Figure 1. The metal 3 layer (run 1).
(6 px per micron)
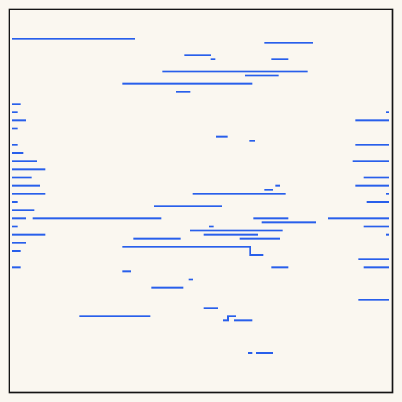
Figure 2. Placement by cell class (run 1).
(4 px per micron)
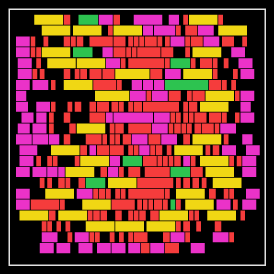
Figure 3. Where the registers sit (run 1).
(10 px per micron) Other sequential cells in the stronger gray, the rest of the logic in the fainter gray.
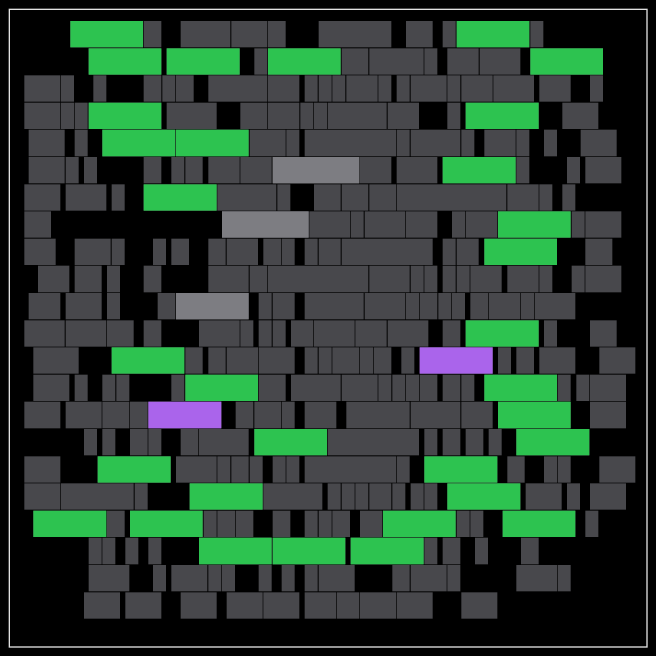
<file path="src/rtl/wish_unpacker.sv">
// rtl/wish_unpacker.sv - Wishbone-style width down-converter, one wide word out as NUM_PACK lanes
// Optional feature macro: WISH_UNPACK_BACK2BACK_EN (accept the next word on the final-lane ack)
module wish_unpacker #(
  parameter int DATA_WIDTH    = 8,
  parameter int NUM_PACK      = 4,
  parameter int TGC_WIDTH     = 2,
  parameter int LITTLE_ENDIAN = 0
) (
  input  logic                           clk_i,
  input  logic                           rst_i,
  input  logic                           s_stb_i,
  input  logic                           s_cyc_i,
  input  logic [DATA_WIDTH*NUM_PACK-1:0] s_dat_i,
  input  logic [TGC_WIDTH-1:0]           s_tgc_i,
  output logic                           s_ack_o,
  output logic                           s_stall_o,
  output logic                           d_stb_o,
  output logic                           d_cyc_o,
  output logic [DATA_WIDTH-1:0]          d_dat_o,
  output logic [TGC_WIDTH-1:0]           d_tgc_o,
  input  logic                           d_ack_i
);

  localparam int IW = (NUM_PACK > 1) ? $clog2(NUM_PACK) : 1;
  localparam logic [IW-1:0] LAST_IDX = IW'(NUM_PACK - 1);

  logic                           r_full;
  logic [IW-1:0]                  r_idx;
  logic [DATA_WIDTH*NUM_PACK-1:0] r_data;
  logic [TGC_WIDTH-1:0]           r_tgc;

  logic                  w_final;
  logic                  w_lane_done;
  logic                  w_accept;
  logic [IW-1:0]         w_sel;
  logic [DATA_WIDTH-1:0] w_lane;
  logic [TGC_WIDTH-1:0]  w_tgc;

  assign w_final     = (r_idx == LAST_IDX);
  assign w_lane_done = r_full & d_ack_i;

`ifdef WISH_UNPACK_BACK2BACK_EN
  // Holding reg frees up in the same cycle its final lane is taken downstream
  assign s_stall_o = r_full & ~(d_ack_i & w_final);
`else
  assign s_stall_o = r_full;
`endif

  assign w_accept = s_stb_i & s_cyc_i & ~s_stall_o & ~rst_i;
  assign s_ack_o  = w_accept;

  // Physical lane position of the current output lane
  assign w_sel = (LITTLE_ENDIAN != 0) ? r_idx : (LAST_IDX - r_idx);

  // Lane multiplexer over the held word
  always_comb begin
    w_lane = '0;
    for (int k = 0; k < NUM_PACK; k++) begin
      if (w_sel == IW'(k)) begin
        w_lane = r_data[k*DATA_WIDTH +: DATA_WIDTH];
      end
    end
  end

  // Framing bits: first only on lane 0, last only on the final lane; upper bits ride along
  always_comb begin
    w_tgc    = r_tgc;
    w_tgc[0] = r_tgc[0] & (r_idx == '0);
    w_tgc[1] = r_tgc[1] & w_final;
  end

  assign d_stb_o = r_full;
  assign d_cyc_o = r_full;
  assign d_dat_o = r_full ? w_lane : '0;
  assign d_tgc_o = r_full ? w_tgc : '0;

  // Holding register and lane index; a new word always restarts at lane 0
  always_ff @(posedge clk_i) begin
    if (rst_i) begin
      r_full <= 1'b0;
      r_idx  <= '0;
      r_data <= '0;
      r_tgc  <= '0;
    end else if (w_accept) begin
      r_full <= 1'b1;
      r_idx  <= '0;
      r_data <= s_dat_i;
      r_tgc  <= s_tgc_i;
    end else if (w_lane_done) begin
      if (w_final) begin
        r_full <= 1'b0;
        r_idx  <= '0;
      end else begin
        r_idx <= r_idx + IW'(1);
      end
    end
  end

endmodule

</file>
<file path="config.mk">
export PLATFORM = sky130hd
export DESIGN_NAME = wish_unpacker
export DESIGN_NICKNAME = d
export VERILOG_FILES = /design/src/rtl/wish_unpacker.sv
export SDC_FILE = /design/constraint.sdc
export NUM_CORES = 1
export LEC_CHECK = 0
export ABC_AREA = 1
export ABC_CLOCK_PERIOD_IN_PS = 1650
export CAP_MARGIN = 20
export CORE_UTILIZATION = 46
export DETAILED_ROUTE_END_ITERATION = 8
export GPL_TIMING_DRIVEN = 0
export PLACE_DENSITY = 0.75
export SLEW_MARGIN = 20
export SYNTH_ARGS = -nofsm -noshare
export SYNTH_HDL_FRONTEND = slang
export SYNTH_SLANG_ARGS = --single-unit
</file>
<file path="constraint.sdc">
create_clock -name clk_i -period 1.65 [get_ports clk_i]
set_input_delay 0.33 -clock clk_i [delete_from_list [all_inputs] [get_ports clk_i]]
set_output_delay 0.33 -clock clk_i [all_outputs]
set_load 0.02 [all_outputs]
</file>
==> impl_metrics.toml, run 1 <==
# generated from flow reports
[outcome]
status = "complete, but fails checks"
violations = "setup timing"

[floorplanning]
die_x_microns = 63.6
die_h_microns = 63.6
core_sq_um = 3660
initial_core_util = 0.477
row_count = 22
die_area_sq_um = 4050
io_pins = 53

[power_and_ir_drop]
power.density_nw_per_um2 = 750
irDropWorstVdd_mv = 0.559
leakage_nw = 1.25

[clocking]
numCtsBuffers = 5
htree_levels = 2
cts_num_sinks = 37
cts_tree = "built"
clkLatencyLatePin_ps = 290
root_buffer = "clkbuf_8"
path_clk_slew_ps = 70
clk_path_buf_depth = 2

[route]
drt_pass1_iterations = 4
routedWlPerCell_microns = 14.5
viasPerCell = 5.07
drc_errors = 0
drt_first_iter_violations = 133
ant_nets = 0

[grt]
grt_start_max_net_pins = 12
grt.total_usage = 0.289
grt.busiest_layer = "met2"
first_global_vias = 1865
overflow = 0
grt_first_pass_wirelength_mm = 8.80
grt_util_met1 = 0.341
antenna_found_initial = 0
grtUsageMet2 = 0.465

[worst_hold_path]
hp-class = "flip-flop to flip-flop"

[timing]
postLayoutSetupSlackWorst_ps = -249
rsz0062_at_grt = "yes"
fmax_mhz = 527
tightestPinTransition_ps = 299
setup_viol = 10
skew_ps = 3.23
min_period_over_period = 1.15
setup_tns_ps = -2020
drv_slew = 0
finalHoldViolCount = 0
relSlewSlack = 0.800
finalCriticalPeriod_ps = 1900

[logic_synthesis]
synth_warnings = 0
yosysUniqueCellTypes = 19
synth.avg_cell_area_sq_um = 7.10
synth_seq_share = 0.424
ys_chip_area_sq_um = 1750
syn-num-nets = 289
syn_inst = 246
synth_area_sq_um = 1750
ys_cells = 246
ys.flops = 37

[critical_path]
cp_max_fo = 4
critical_path_class = "flip-flop to primary output"
crit_path_start_kind = "flip-flop"
worst_ep_arrival_time_ps = 1570
required_ps = 1320
crit_path_end_kind = "primary output"

[place]
dpl.cell_count = 346
place_ws_ps = -707
post_dp_cell_area_sq_um = 2360
gp_congestion = 0.862
hpwlAfterDp_mm = 3.14
place.port_buffers = 52

[final_layout]
final_cell_mix = "nand2_1 (92), clkdlybuf4s50_1 (36), dfxtp_1 (35)"
fin_nets = 360
num-fill-cells = 253
postLayoutCellArea_sq_um = 2820
antennaDiodeCount = 0
layout-drive-gt1-share = 0.305
area_growth_pct = 61.7
finalNonFillerCells = 366
mi_logic_area_sq_um = 1010
lay_top_count = "nand2_1"

[run]
openroad.warnings = 31
maxCapViolations = 0
About Figure 1:
nets with wire on the layer = 57
wire length on this layer = 349 microns
main direction = horizontal
longest straight run = 23.9 microns
Vias: 1857
global-route met3 utilization: 0.0652
WL final: 5.31 mm

About Figure 2:
other buffers and delay cells -> magenta  # cells 79, share of their area 28%
clock drivers and dummy loads -> green  # cells 8, share of their area 4.2%
all other logic -> red  # cells 194, share of their area 40%
flip-flops -> yellow  # cells 37, share of their area 27%

About Figure 3:
r_data -> green  # sequential cells 32, where spread over the die
r_tgc -> purple  # sequential cells 2
storage element area: 748 sq um
Seq group: 0.961 mW
final core utilization: 0.771
Seq area share: 0.265

## run 1: path summary, 6_finish.rpt
check | to | cells after the start | slack (ps) | startpoint
setup / recovery | d_dat_o[5] | 7 | -250 | r_idx[1]
hold / removal | r_data[27] | 2 | 470 | r_data[27]
setup reg to reg | r_data[29] | 9 | 90 | d_cyc_o
hold reg to reg | r_data[27] | 2 | 470 | r_data[27]
## run 1: layer usage
metal | vias up | part of all wire
met5 | - | 0
met2 | 85 | 0.48
met4 | 0 | 0.046
li1 | 918 | -
met1 | 835 | 0.41
met3 | 19 | 0.066
## run 1: state kept, by name (all words and copies together) (netlist names)
register / cells
r_idx: 2
d_cyc_o: 1
r_data: 32
r_tgc: 2
## run 1: critical path: stages, from the launching register on
cell and delay, ps:
dfxtp_4 360, buf_6 130, ha_4 160, buf_2 160, nand2_2 100, nand3_4 70
a21oi_2 170, buf_6 140
## run 1: where the power goes
part / total [mW] / switching [mW] / internal, mW
combinational: 0.356 / 0.171 / 0.186
clock: 0.801 / 0.308 / 0.492
sequential: 0.961 / 0.0261 / 0.935
total: 2.12 / 0.505 / 1.61
## run 1: cell families (layout without fill, tap and decap cells)
logic type	count (synthesis)	after routing	synth area share
adder cells (fa/ha/maj)	4	4	0.0287
AND/OR/NAND/NOR	129	129	0.311
flip-flops	37	37	0.424
AND-OR/OR-AND	36	36	0.120
buffers and inverters	40	112	0.116
## run 1: cell usage after synthesis
cell type  count  area (sq um)
inv_1         23          86.3
nand2_2        1          6.26
nor3_1         1          5.00
o21ai_0        5          25.0
ha_1           4          50.1
buf_2          6          30.0
inv_2          2          7.51
a21oi_1       19          95.1
dfxtp_1       37           741
buf_4          2          15.0
nor2_1         1          3.75
clkbuf_1       2          7.51
nand3_1       26           130
nand2_1       98           368
nor2_8         1          20.0
o21ai_2        8          70.1
nand3_2        1          10.0
o21ai_1        4          20.0
buf_6          5          56.3
## run 1: area by class of cell
type | count | share of cell area
Sequential cell | 37 | 0.265
Clock inverter | 1 | 0.0106
Tap cell | 48 | 0.0213
Inverter | 25 | 0.0377
Buffer | 12 | 0.0399
Timing Repair Buffer | 67 | 0.237
Clock buffer | 7 | 0.0306
Multi-Input combinational cell | 169 | 0.358
## run 1: stage by stage
step	power [mW]	hold slack (ps)
after floorplan	1.12	399
after global placement	1.27	456
after detailed placement	1.27	460
after CTS	2.11	470
after global routing	2.20	493
final	2.12	468
## run 1: repair_timing
| item | in CTS | in global routing |
|---|---|---|
| hold buffers | 0 | 0 |
| resized | 116 | 13 |
| setup endpoints to repair | 14 | 29 |
| gates cloned | 2 | 0 |
| setup buffers | 12 | 1 |
| pin swaps | 8 | 5 |
==> run 1 -> run 2 <==
Settings changed: CTS_CLUSTER_SIZE from default to 25, GPL_TIMING_DRIVEN 0 to default.
==> impl_metrics.toml, run 2 <==
# generated from flow reports
[outcome]
status = "complete, but fails checks"
violations = "setup timing"

[timing]
setup_viol = 10
fmax_mhz = 540
relSlewSlack = 0.790
postLayoutSetupSlackWorst_ps = -203
finalCriticalPeriod_ps = 1850
tightestPinTransition_ps = 315
min_period_over_period = 1.12

[grt]
antenna_found_initial = 0
grt_start_max_net_pins = 35
first_global_vias = 1634
grt_first_pass_wirelength_mm = 7.73
overflow = 0

[final_layout]
area_growth_pct = 56.8
fin_nets = 353
utilization = 0.748
layout-drive-gt1-share = 0.331
antennaDiodeCount = 0
finalNonFillerCells = 359
postLayoutCellArea_sq_um = 2740
largest_reg_flops = 32

[logic_synthesis]
synth_area_sq_um = 1750
xor_share = 0
ys_chip_area_sq_um = 1750
ys_cells = 246
syn-num-nets = 289
synth_adder_area_share = 0.0287
synth_seq_share = 0.424
yosys.area.top_type_share = 0.424
synthArstFlopShare = 0
synth.largest_area_cell = "dfxtp_1"

[floorplanning]
row_count = 22

[route]
drc_errors = 0
drt_first_iter_violations = 117
drt_pass1_iterations = 4
routedWlPerCell_microns = 14.1

[place]
gp_congestion = 0.884
dpl.cell_count = 345

[clocking]
hold_buffers = 0
cts_num_sinks = 37
cts_tree = "built"
root_buffer = "clkbuf_8"
numCtsBuffers = 5

[critical_path]
cp_max_fo = 8
crit_path_start_kind = "flip-flop"
worst_ep_arrival_time_ps = 1520
ff2ff_path_depth = 6
critical_path_class = "flip-flop to primary output"
required_ps = 1320

[worst_hold_path]
hp-class = "flip-flop to flip-flop"

[power_and_ir_drop]
irDropWorstVdd_mv = 0.572

[run]
maxCapViolations = 0
run 2: cell counts after synthesis:
No cell type changed its count.
run 2: repair_timing:
action                     CTS  global route
resized                    110            19
setup endpoints to repair   14            13
gates cloned                 2             0
pin swaps                   20            14
setup buffers                2             2
hold endpoints to repair     0             0
run 2: critical path: stages, from the launching register on:
cell	delay, ps
dfxtp_4	410
inv_4	60
ha_4	190
buf_6	140
nand2_1	70
nand2_1	70
a21oi_2	120
buf_4	150
run 2: cell type report:
| class | count | area [sq um] |
|---|---|---|
| clock buffer | 7 | 96.3 |
| multi-input combinational | 169 | 996 |
| fill | 270 | 922 |
| inverter | 25 | 104 |
| sequential | 37 | 748 |
| timing repair buffer | 72 | 726 |
| clock inverter | 1 | 8.76 |
| tap | 48 | 60.1 |
run 2: routing by layer:
metal / global-route usage / vias up / wire, microns
li1: - / 902 / -
met1: 0.302 / 794 / 2100
met2: 0.426 / 82 / 2460
met3: 0.0652 / 17 / 373
met4: 0.116 / 0 / 120
met5: 0 / - / 0
run 2: worst min path at each step:
stage / startpoint / endpoint / slack (ps) / cells after the start
2_1_floorplan: rst_i / d_cyc_o / 400 / 1
3_3_place_gp: r_data[26] / r_data[26] / 460 / 2
3_5_place_dp: r_data[26] / r_data[26] / 460 / 2
4_1_cts: r_data[26] / r_data[26] / 470 / 2
5_1_grt: r_data[29] / r_data[29] / 480 / 2
6_report: r_data[26] / r_data[26] / 470 / 2
run 2: cells by family (layout without fill, tap and decap cells):
logic type               count (synthesis)  count (layout)
buffers and inverters                   40             105
AND/OR/NAND/NOR                        129             129
adder cells (fa/ha/maj)                  4               4
flip-flops                              37              37
AND-OR/OR-AND                           36              36
run 2: report_power, final:
| part | leakage, nW | internal (mW) | switching, mW |
|---|---|---|---|
| Clock | 0.0549 | 0.385 | 0.328 |
| Sequential | 0.304 | 0.934 | 0.0246 |
| Combinational | 0.822 | 0.170 | 0.160 |
| Total | 1.18 | 1.49 | 0.513 |
run 2: per-stage QoR:
step           worst slack, ps  hold slack (ps)  power [mW]
6_report                  -203              470        2.00
5_1_grt                   -261              483        2.08
4_1_cts                   -182              474        1.99
3_5_place_dp              -442              463        1.28
3_3_place_gp              -390              460        1.27
2_1_floorplan             19.9              399        1.12
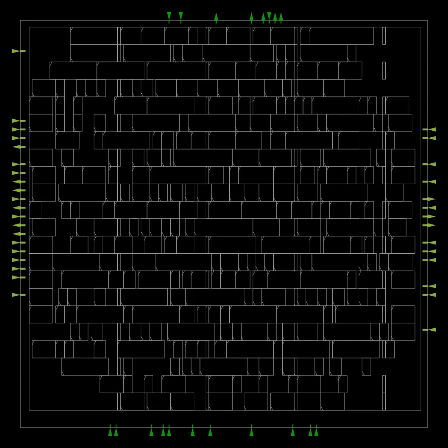
Figure 4: run 2, cell outlines without signal wires.
layout filler cell count: 270
Seq area share: 0.273
core area: 3660 sq um

==> run 2 -> run 3 <==
Settings changed: CAP_MARGIN 20 to 40, RECOVER_POWER from default to 100.
==> impl_metrics.toml, run 3 <==
# generated from flow reports
[timing]
drv_slew = 0
skew_ps = 6.15
rsz0062_at_grt = "yes"
finalCriticalPeriod_ps = 1850
tightestPinTransition_ps = 364
finalHoldViolCount = 0
fmax_mhz = 541
setup_viol = 30
postLayoutSetupSlackWorst_ps = -198
min_period_over_period = 1.12

[grt]
antenna_found_initial = 0
overflow = 0
grt_first_pass_wirelength_mm = 7.73
first_global_vias = 1634
grt_start_max_net_pins = 35
grt.total_usage = 0.255

[place]
gp_congestion = 0.884
post_dp_cell_area_sq_um = 2380
place.port_buffers = 52
hpwlAfterDp_mm = 3.17

[final_layout]
utilization = 0.746
antennaDiodeCount = 0
fin_nets = 353
area_growth_pct = 56.4
layout-drive-gt1-share = 0.328
largest-register = "r_data"
largestRegisters = "r_data: 32 flops, r_idx: 2 flops, r_tgc: 2 flops"
largest_reg_flops = 32
postLayoutCellArea_sq_um = 2730
lay_top_count = "nand2_1"

[critical_path]
critical_path_class = "flip-flop to primary output"
crit_path_end_kind = "primary output"
cp_slowest_cell = "dfxtp_4"
cp_max_fo = 8
path_cells = "inv_4, ha_4, buf_6, nand2_1, nand2_1, a21oi_2, buf_4"
critPathMaxStageDelay_ps = 410
crit_path_start_kind = "flip-flop"
cp_common_cell = "nand2_1"
required_ps = 1320

[clocking]
cts_num_sinks = 37
hold_buffers = 0
clkLatencyLatePin_ps = 280
cts_tree = "built"
path_clk_slew_ps = 80
numCtsBuffers = 5
htree_levels = 2
clk_path_buf_depth = 2
root_buffer = "clkbuf_8"

[logic_synthesis]
synth.largest_area_cell = "dfxtp_1"
ys_cells = 246
synth_warnings = 0
synth.avg_cell_area_sq_um = 7.10
area_leaders = "dfxtp_1 (42%), nand2_1 (21%), nand3_1 (7.4%)"
most_common_cell = "nand2_1"
syn-num-nets = 289
synthFlopType = "dfxtp_1"
synth_area_sq_um = 1750
ys.flops = 37
edf_count = 0
yosysUniqueCellTypes = 19
yosys.area.top_type_share = 0.424
ys_chip_area_sq_um = 1750
syn_inst = 246

[floorplanning]
die_x_microns = 63.6
die_h_microns = 63.6
io_pins = 53
row_count = 22
core_sq_um = 3660
die_area_sq_um = 4050

[route]
routed_wl_mm = 5.05
viasPerCell = 5.01
drc_errors = 0
drt_pass1_iterations = 4
routedWlPerCell_microns = 14.1
ant_nets = 0
num_vias = 1797

[outcome]
violations = "setup timing"
status = "complete, but fails checks"

[power_and_ir_drop]
power.density_nw_per_um2 = 730
leakage_nw = 1.18
p_total_mw = 1.99
irDropWorstVdd_mv = 0.596

[run]
maxCapViolations = 0
openroad.warnings = 31

[worst_hold_path]
hp-class = "flip-flop to flip-flop"
## run 3: final timing paths
check        startpoint          to  slack [ps]  cells after the start
min          r_data[26]  r_data[26]         470                      2
max            r_idx[0]  d_dat_o[2]        -200                      7
min reg2reg  r_data[26]  r_data[26]         470                      2
max reg2reg     d_cyc_o  r_data[31]         120                      6
## run 3: through the flow
step / worst slack (ps) / instances / TNS [ps] / hold WS, ps
final: -198 / 359 / -2460 / 470
after global routing: -261 / 359 / -4920 / 483
after CTS: -182 / 357 / -1280 / 474
after detailed placement: -442 / 345 / -5200 / 463
after global placement: -390 / 345 / -4240 / 460
after floorplan: 19.9 / 246 / 0 / 399
## run 3: kinds of logic (layout without fill, tap and decap cells)
group | after synthesis | after routing | synth area share
AOI/OAI and AO/OA | 36 | 36 | 0.120
DFF | 37 | 37 | 0.424
and+or+nand+nor | 129 | 129 | 0.311
adders and majority gates | 4 | 4 | 0.0287
buffers and inverters | 40 | 105 | 0.116
## run 3: power breakdown
group / total [mW] / leakage, nW / internal [mW] / switching (mW)
Sequential: 0.959 / 0.304 / 0.934 / 0.0245
Clock: 0.707 / 0.0549 / 0.385 / 0.322
Combinational: 0.329 / 0.819 / 0.168 / 0.160
## run 3: worst max-delay path: cells and delay by family (launching register included)
family / cells / cell delay, ps
AND-OR/OR-AND: 1 / 120
adder cells (fa/ha/maj): 1 / 190
AND/OR/NAND/NOR: 2 / 150
buffers and inverters: 3 / 350
flip-flops: 1 / 410
## run 3: layer usage
layer	routed length [microns]	vias up	share of wire	global-route usage
met5	0	-	0	0
met3	376	20	0.074	0.0652
met1	2110	789	0.42	0.302
met2	2420	85	0.48	0.426
li1	-	903	-	-
met4	146	0	0.029	0.116
## run 3: timing repair
| action | CTS | global route |
|---|---|---|
| setup buffers | 2 | 2 |
| pin swaps | 20 | 14 |
| setup endpoints to repair | 14 | 13 |
| cloned | 2 | 0 |
| hold endpoints to repair | 0 | 0 |
| gates resized | 110 | 19 |
## run 3: cell type report
cell class	count	area [sq um]
inverters	25	104
well taps	48	60.1
multi-input cells	169	991
clock buffers	7	96.3
fillers	272	930
clock inverters	1	8.76
repair buffers	72	723
flip-flops and latches	37	748
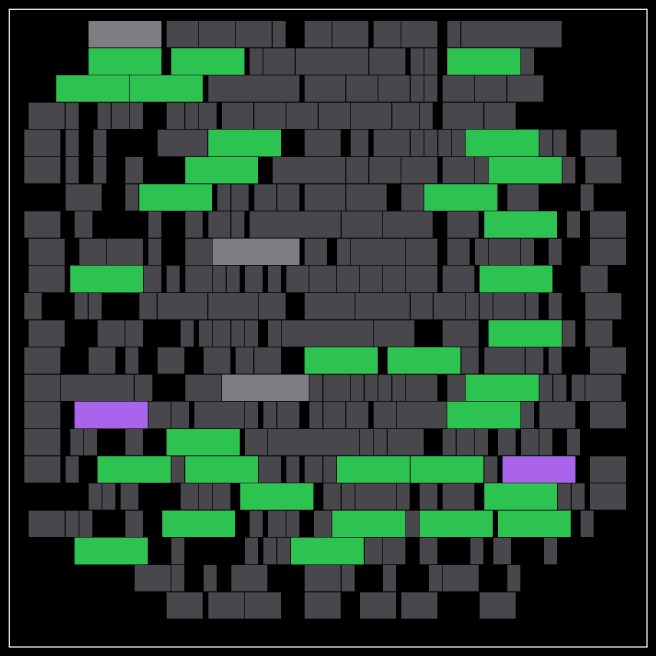
Figure 5: run 3, where the registers sit.
(10 px per micron) Other sequential cells in the stronger gray, the rest of the logic in the fainter gray.
r_data -> green  # sequential cells 32, where spread over the die
r_tgc -> purple  # sequential cells 2

No activity file was given, so power comes from the tool's default toggle rates.
